<file path="src/rtl/keccak_nonce_scheduler.sv">
// Nonce-range sequencer for one keccak_hasher: issues {nonce, header}
// every THROUGHPUT cycles, tracks in-flight nonces, queues matches.
module keccak_nonce_scheduler #(
  parameter int WIDTH       = 640,
  parameter int NONCE_W     = 32,
  parameter int THROUGHPUT  = 1,
  parameter int INFLIGHT    = 32,
  parameter int FOUND_DEPTH = 4
) (
  input  logic                       clk,
  input  logic                       reset,
  input  logic                       start,
  input  logic                       stop,
  input  logic [WIDTH-NONCE_W-1:0]   header,
  input  logic [63:0]                target,
  input  logic [NONCE_W-1:0]         nonce_first,
  input  logic [NONCE_W-1:0]         nonce_last,
  output logic [WIDTH-1:0]           hasher_in,
  output logic                       hasher_read,
  input  logic [255:0]               hash_out,
  input  logic                       hash_write,
  output logic                       found_valid,
  output logic [NONCE_W-1:0]         found_nonce,
  input  logic                       found_ready,
  output logic                       busy,
  output logic                       done,
  output logic                       overflow
);

  localparam int HW  = WIDTH - NONCE_W;
  localparam int TAW = (INFLIGHT > 1) ? $clog2(INFLIGHT) : 1;
  localparam int FAW = (FOUND_DEPTH > 1) ? $clog2(FOUND_DEPTH) : 1;
  localparam int CW  = (THROUGHPUT > 1) ? $clog2(THROUGHPUT) : 1;

  localparam logic [1:0] S_IDLE  = 2'd0;
  localparam logic [1:0] S_RUN   = 2'd1;
  localparam logic [1:0] S_DRAIN = 2'd2;

  logic [1:0]         r_state;
  logic [HW-1:0]      r_header;
  logic [63:0]        r_target;
  logic [NONCE_W-1:0] r_last;
  logic [NONCE_W-1:0] r_cur;
  logic [CW-1:0]      r_cnt;
  logic [WIDTH-1:0]   r_hin;
  logic               r_read;
  logic               r_done;
  logic               r_ovf;

  logic [NONCE_W-1:0] r_tmem [INFLIGHT];
  logic [TAW-1:0]     r_twr;
  logic [TAW-1:0]     r_trd;
  logic [TAW:0]       r_tcnt;

  logic [NONCE_W-1:0] r_fmem [FOUND_DEPTH];
  logic [FAW-1:0]     r_fwr;
  logic [FAW-1:0]     r_frd;
  logic [FAW:0]       r_fcnt;

  logic               w_start;
  logic               w_run_issue;
  logic               w_push_t;
  logic [NONCE_W-1:0] w_push_nonce;
  logic               w_pop_t;
  logic               w_match;
  logic               w_fpop;
  logic               w_ffull;
  logic               w_fpush;
  logic [CW-1:0]      w_cnt_nxt;
  logic               w_unused;

  assign w_unused     = ^hash_out[191:0];
  assign w_start      = (r_state == S_IDLE) && start;
  assign w_run_issue  = (r_state == S_RUN) && (r_cnt == '0) && !stop;
  assign w_push_t     = w_start || w_run_issue;
  assign w_push_nonce = w_start ? nonce_first : r_cur;
  assign w_pop_t      = hash_write && (r_tcnt != '0);
  assign w_match      = w_pop_t && (hash_out[255:192] <= r_target);
  assign w_fpop       = found_valid && found_ready;
  assign w_ffull      = (r_fcnt == (FAW+1)'(FOUND_DEPTH));
  assign w_fpush      = w_match && (!w_ffull || w_fpop);
  assign w_cnt_nxt    = (r_cnt == CW'(THROUGHPUT-1)) ? '0 : r_cnt + 1'b1;

  assign hasher_in   = r_hin;
  assign hasher_read = r_read;
  assign found_valid = (r_fcnt != '0);
  assign found_nonce = r_fmem[r_frd];
  assign busy        = (r_state != S_IDLE);
  assign done        = r_done;
  assign overflow    = r_ovf;

  always_ff @(posedge clk or posedge reset) begin
    if (reset) begin
      r_state  <= S_IDLE;
      r_header <= '0;
      r_target <= '0;
      r_last   <= '0;
      r_cur    <= '0;
      r_cnt    <= '0;
      r_hin    <= '0;
      r_read   <= 1'b0;
      r_done   <= 1'b0;
      r_ovf    <= 1'b0;
    end else begin
      r_read <= 1'b0;
      r_done <= 1'b0;
      case (r_state)
        S_IDLE: if (start) begin
          r_header <= header;
          r_target <= target;
          r_last   <= nonce_last;
          r_cur    <= nonce_first + 1'b1;
          r_cnt    <= CW'(THROUGHPUT > 1);
          r_read   <= 1'b1;
          r_hin    <= {nonce_first, header};
          r_ovf    <= 1'b0;
          // a reversed or single-nonce range issues only nonce_first
          r_state  <= (nonce_last <= nonce_first) ? S_DRAIN : S_RUN;
        end
        S_RUN: begin
          r_cnt <= w_cnt_nxt;
          if (stop) begin
            r_state <= S_DRAIN;
          end else if (w_run_issue) begin
            r_read <= 1'b1;
            r_hin  <= {r_cur, r_header};
            r_cur  <= r_cur + 1'b1;
            if (r_cur == r_last) r_state <= S_DRAIN;
          end
        end
        S_DRAIN: if ((r_tcnt == '0) && !hash_write) begin
          r_state <= S_IDLE;
          r_done  <= 1'b1;
        end
        default: r_state <= S_IDLE;
      endcase
      if (w_match && w_ffull && !w_fpop) r_ovf <= 1'b1;
    end
  end

  always_ff @(posedge clk or posedge reset) begin
    if (reset) begin
      r_twr  <= '0;
      r_trd  <= '0;
      r_tcnt <= '0;
    end else begin
      assert (!(w_push_t && !w_pop_t &&
                r_tcnt == (TAW+1)'(INFLIGHT)));
      if (w_push_t)
        r_twr <= (r_twr == TAW'(INFLIGHT-1)) ? '0 : r_twr + 1'b1;
      if (w_pop_t)
        r_trd <= (r_trd == TAW'(INFLIGHT-1)) ? '0 : r_trd + 1'b1;
      r_tcnt <= r_tcnt + {{TAW{1'b0}}, w_push_t}
                       - {{TAW{1'b0}}, w_pop_t};
    end
  end

  always_ff @(posedge clk) begin
    if (w_push_t) r_tmem[r_twr] <= w_push_nonce;
    if (w_fpush)  r_fmem[r_fwr] <= r_tmem[r_trd];
  end

  always_ff @(posedge clk or posedge reset) begin
    if (reset) begin
      r_fwr  <= '0;
      r_frd  <= '0;
      r_fcnt <= '0;
    end else begin
      if (w_fpush) r_fwr <= r_fwr + 1'b1;
      if (w_fpop)  r_frd <= r_frd + 1'b1;
      r_fcnt <= r_fcnt + {{FAW{1'b0}}, w_fpush}
                       - {{FAW{1'b0}}, w_fpop};
    end
  end

endmodule
</file>
<file path="config.mk">
export PLATFORM = sky130hd
export DESIGN_NAME = keccak_nonce_scheduler
export DESIGN_NICKNAME = d
export VERILOG_FILES = /design/src/rtl/keccak_nonce_scheduler.sv
export SDC_FILE = /design/constraint.sdc
export NUM_CORES = 2
export LEC_CHECK = 0
export ABC_AREA = 1
export CORE_AREA = 2 2 649 651
export CTS_CLUSTER_SIZE = 20
export DETAILED_ROUTE_END_ITERATION = 16
export DIE_AREA = 0 0 651 653
export GPL_ROUTABILITY_DRIVEN = 0
export HOLD_SLACK_MARGIN = 0.06
export PLACE_DENSITY = 0.56
export SLEW_MARGIN = 15
export SYNTH_ARGS = -nofsm -noshare
export SYNTH_HDL_FRONTEND = slang
export SYNTH_SLANG_ARGS = --single-unit
</file>
<file path="constraint.sdc">
create_clock -name clk -period 51.8 [get_ports clk]
set_input_delay 10.36 -clock clk [delete_from_list [all_inputs] [get_ports clk]]
set_output_delay 10.36 -clock clk [all_outputs]
set_load 0.03 [all_outputs]
</file>
==> images/met1.png <==
Supply wires on this layer in grey.
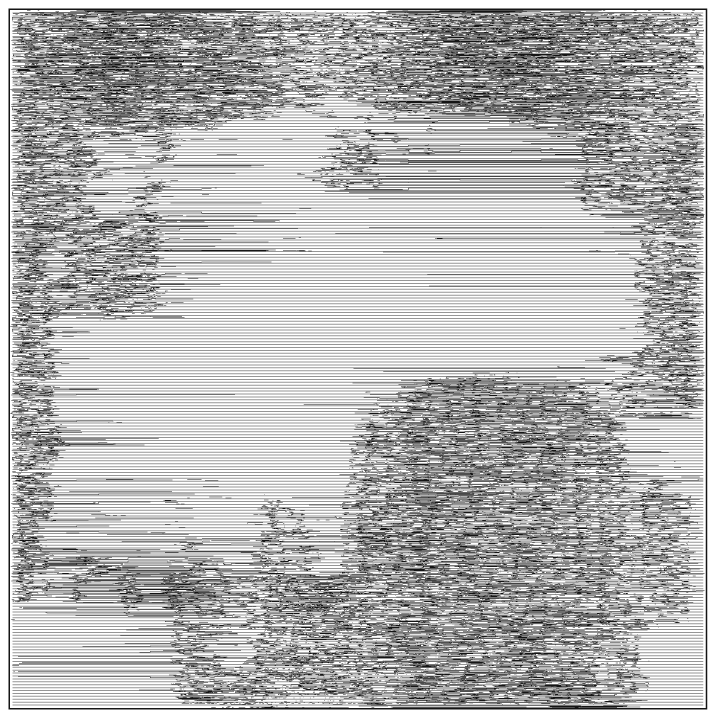
main direction: horizontal
nets with wire on the layer: 11891
share of all routed wire: 41%
longest straight run: 281 um
wire length on this layer: 187 mm

==> images/met2.png <==
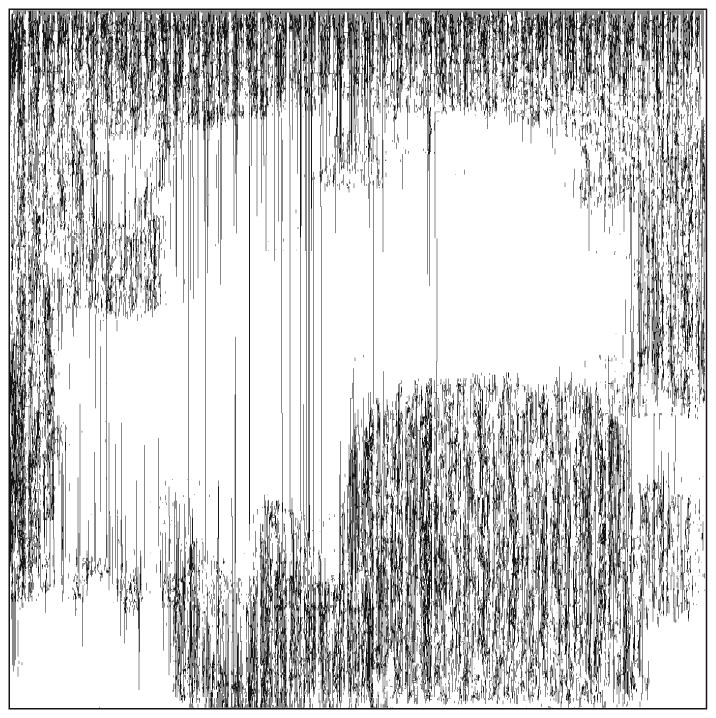
nets with wire on the layer: 10026
wire length on this layer: 198 mm
longest straight run: 501 um

==> images/met3.png <==
Scale bar: 200 um.
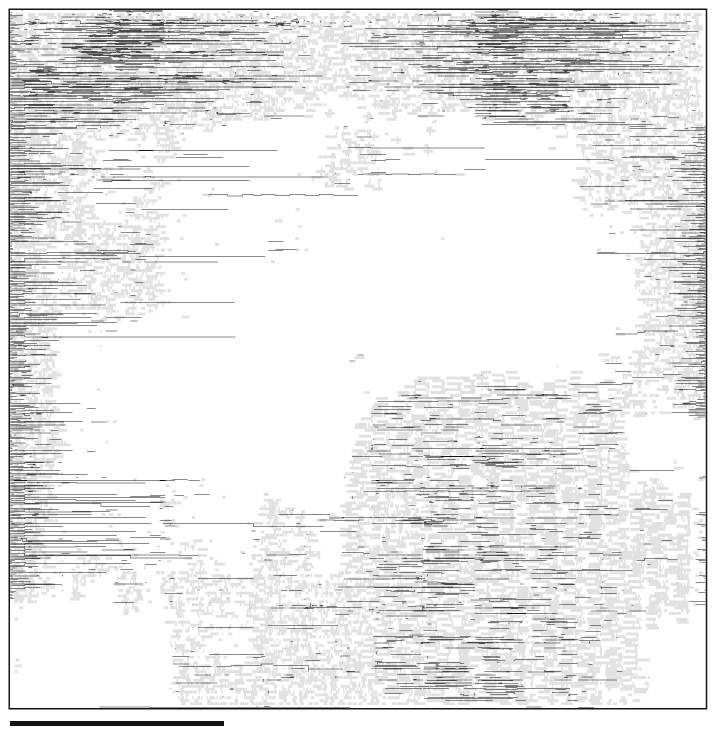
wire length on this layer: 48.4 mm
nets with wire on the layer: 1419
longest straight run: 264 um
main direction: horizontal

==> images/met4.png <==
Supply wires on this layer in grey.
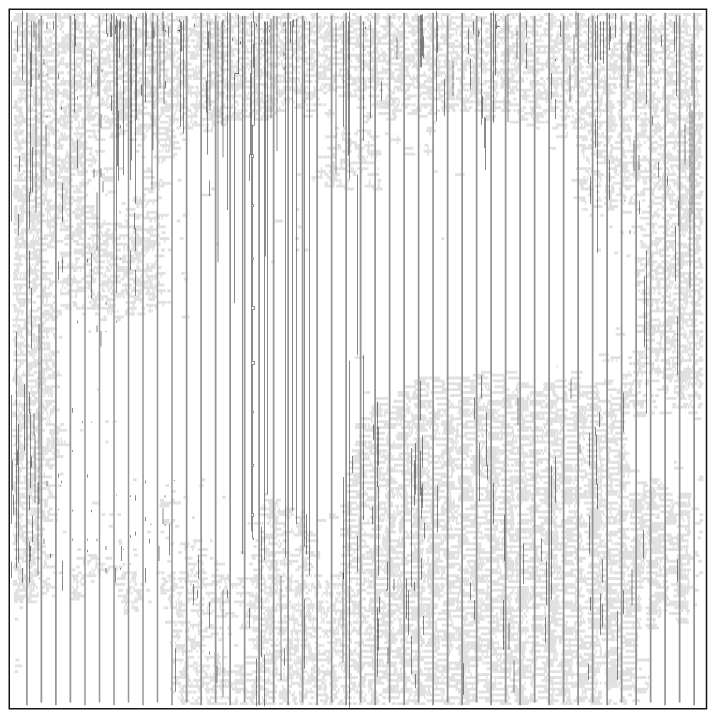
longest straight run: 518 um
share of all routed wire: 4.2%
main direction: vertical
nets with wire on the layer: 247

==> impl_metrics.yaml <==
# implementation run metrics
logic_synthesis:
  yosys_warnings: 0
  synth_compound_gate_area_share: 0.125
  synth-simple-area-share: 0.157
  top_logic_kind: "simple AND/OR/NAND/NOR gates"
  top_cells_by_area: "dfrtp_1 33%, edfxtp_1 32%, nand2_1 9.7%, o21ai_0 7.8%, nor2_1 3.5%"
  synthArstFlopShare: 0.549
  edf_count: 1152
  ys.flops: 2556
  ys_area_mm2: 0.107
  ys_seq_share: 0.653
  synth_cells: 10700
  top_area_frac: 0.329
  synthMuxAreaShare: 0
  yosys-stat-cells: 10700
  fp_nets: 11800
  netlist_area_mm2: 0.107
  fa_ha_area_frac: 0.0142
  synth_area_leader_cell: "dfrtp_1"
  ys.flop_type: "dfrtp_1"
flow_run:
  openroad.warnings: 301
  drv_cap: 0
critical_path:
  crit_end: "hasher_in[565]$_DFFE_PP0P_"
  crit_buf_inv: 7
  slowest_delay_ns: 0.80
  crit_path_start_kind: "input pin"
  reg2reg_slack_ns: 45.08
  cp_cell_sequence: "clkdlybuf4s50_1 -> nand2_8 -> nand2_4 -> inv_8 -> buf_4 -> buf_12 -> buf_4 -> buf_4 -> buf_4 -> o21ai_0"
  rr_endpoint: "hasher_in[565]$_DFFE_PP0P_"
  cp-startpoint: "start"
  critical_path.top_delay_family: "buffers and inverters"
  crit_slowest_cell: "buf_4"
  worst_path_most_repeated_cell: "buf_4"
  cp_max_fo: 242
  required_ns: 52.51
  reg2reg_depth: 10
  path_class: "input pin to flop"
  end_kind: "flop"
  r2r-start: "r_state[0]$_DFFE_PP0P_"
cts:
  ctsRootBufferMaster: "clkbuf_16"
  cts_sinks: 2556
  post_cts_resized: 0
  clk_pin_slew_worst_paths_ns: 0.06
  ctsHoldBuffers: 0
  numCtsBuffers: 297
  cts_setup_buffers: 0
  cts_tree: "done"
route:
  dr.pass1.iters: 6
  vias: 85300
  viasPerCell: 4.81
  avgRoutedWirePerCell_um: 25.6
  wl_met2_mm: 198
  met3_length_mm: 48.4
  drt_iter0_drc: 9505
  topRoutingLayerUsed: "met5"
  drt-total-wl_mm: 454
  drc_errors: 0
power_and_ir_drop:
  power.group.top: "combinational cells"
  ir_drop_uv: 64.6
  pwr-share-seq: 0.351
  pwr.group.clock_mw: 2.14
  p_comb_frac: 0.418
  powerDensity_mw_per_mm2: 67.2
  p_comb_mw: 3.86
  internal-power_mw: 5.30
  leakage_nw: 55.9
  p_switching_mw: 3.95
  power_frac_clock: 0.231
finish:
  comb_area_mm2: 0.0325
  fin_nets: 13000
  ff_latch_area_mm2: 0.0697
  largest_reg_flops: 1024
  final_cell_mix: "2743 x nand2_1, 1607 x o21ai_0, 1478 x clkdlybuf4s50_1"
  antennaDiodeCount: 72
  finalInstanceArea_mm2: 0.138
  area_growth_pct: 28.9
  buffers: 1670
  clkCellAreaFrac: 0.0712
  comb_area_share: 0.236
  fillers: 42700
  drive_gt1_frac: 0.0631
  regMostFlops: "r_tmem"
  seq_share: 0.507
  nClkBuffers: 408
  nMultiInputCombCells: 6844
  layout_top_cell: "nand2_1"
  dominant_cells: "flip-flops and latches"
  fin_util: 0.329
  inverters: 554
hold_path:
  hold_class: "flop to flop"
  worstHoldStart: "hasher_in[623]$_DFFE_PP0P_"
  hold_depth: 2
sta:
  finalClockPeriodUsage: 0.304
  period_minus_slack_ns: 15.76
  finalMaxSlewViolations: 0
  hold-worst-slack_ns: 0.473
  fin_ws_ns: 36.04
  setup_viol: 0
  rsz0062_at_grt: "false"
  worst_pin_slew_ns: 1.46
  skew_ns: 0.0865
  setup_tns_ns: 0
  relSlewSlack: 0.0146
  hold_viol_final: 0
grt:
  overflow: 0
  use_met2: 0.306
  antenna_found_initial: 180
  use_met3: 0.0715
  grt_pass1_wl_mm: 621
  grt.busiest_layer: "met2"
  grt_pass1_vias: 78300
  met1_usage: 0.269
  grt_max_degree: 243
die:
  die_h_um: 653
  io_pins: 1675
  num_rows: 238
  die-area_mm2: 0.425
  die_w_um: 651
  core_mm2: 0.418
  tap_cells: 5520
placed_design:
  dp_cells: 17100
  port_buffers: 1482
  pre_cts_ws_ns: 35.26
outcome:
  status: "complete, no violations"
-- cell usage after synthesis (3+ instances only) --
cell type and n:
o21ai_0 1654, o21a_1 8, inv_1 543, o21ai_2 12, clkinv_1 4, a21oi_1 58
nor3_2 5, nor2_2 6, o21ai_1 44, ha_1 118, nor3b_1 3, o221ai_1 95
xnor2_1 28, a31oi_1 305, o211ai_1 27, edfxtp_1 1152, or2_2 7, xor2_1 19
inv_2 7, a21o_1 3, nor3_1 20, o22ai_1 198, nand3_1 419, a221oi_1 3
buf_4 3, a31o_2 3, buf_1 40, nand2_2 4, a211oi_1 6, nand4_1 40
clkbuf_1 558, buf_2 111, nand2_1 2744, nor2_1 994, buf_6 5, dfrtp_1 1404
Power figures rest on the tool's default switching activity, not on a simulated workload.
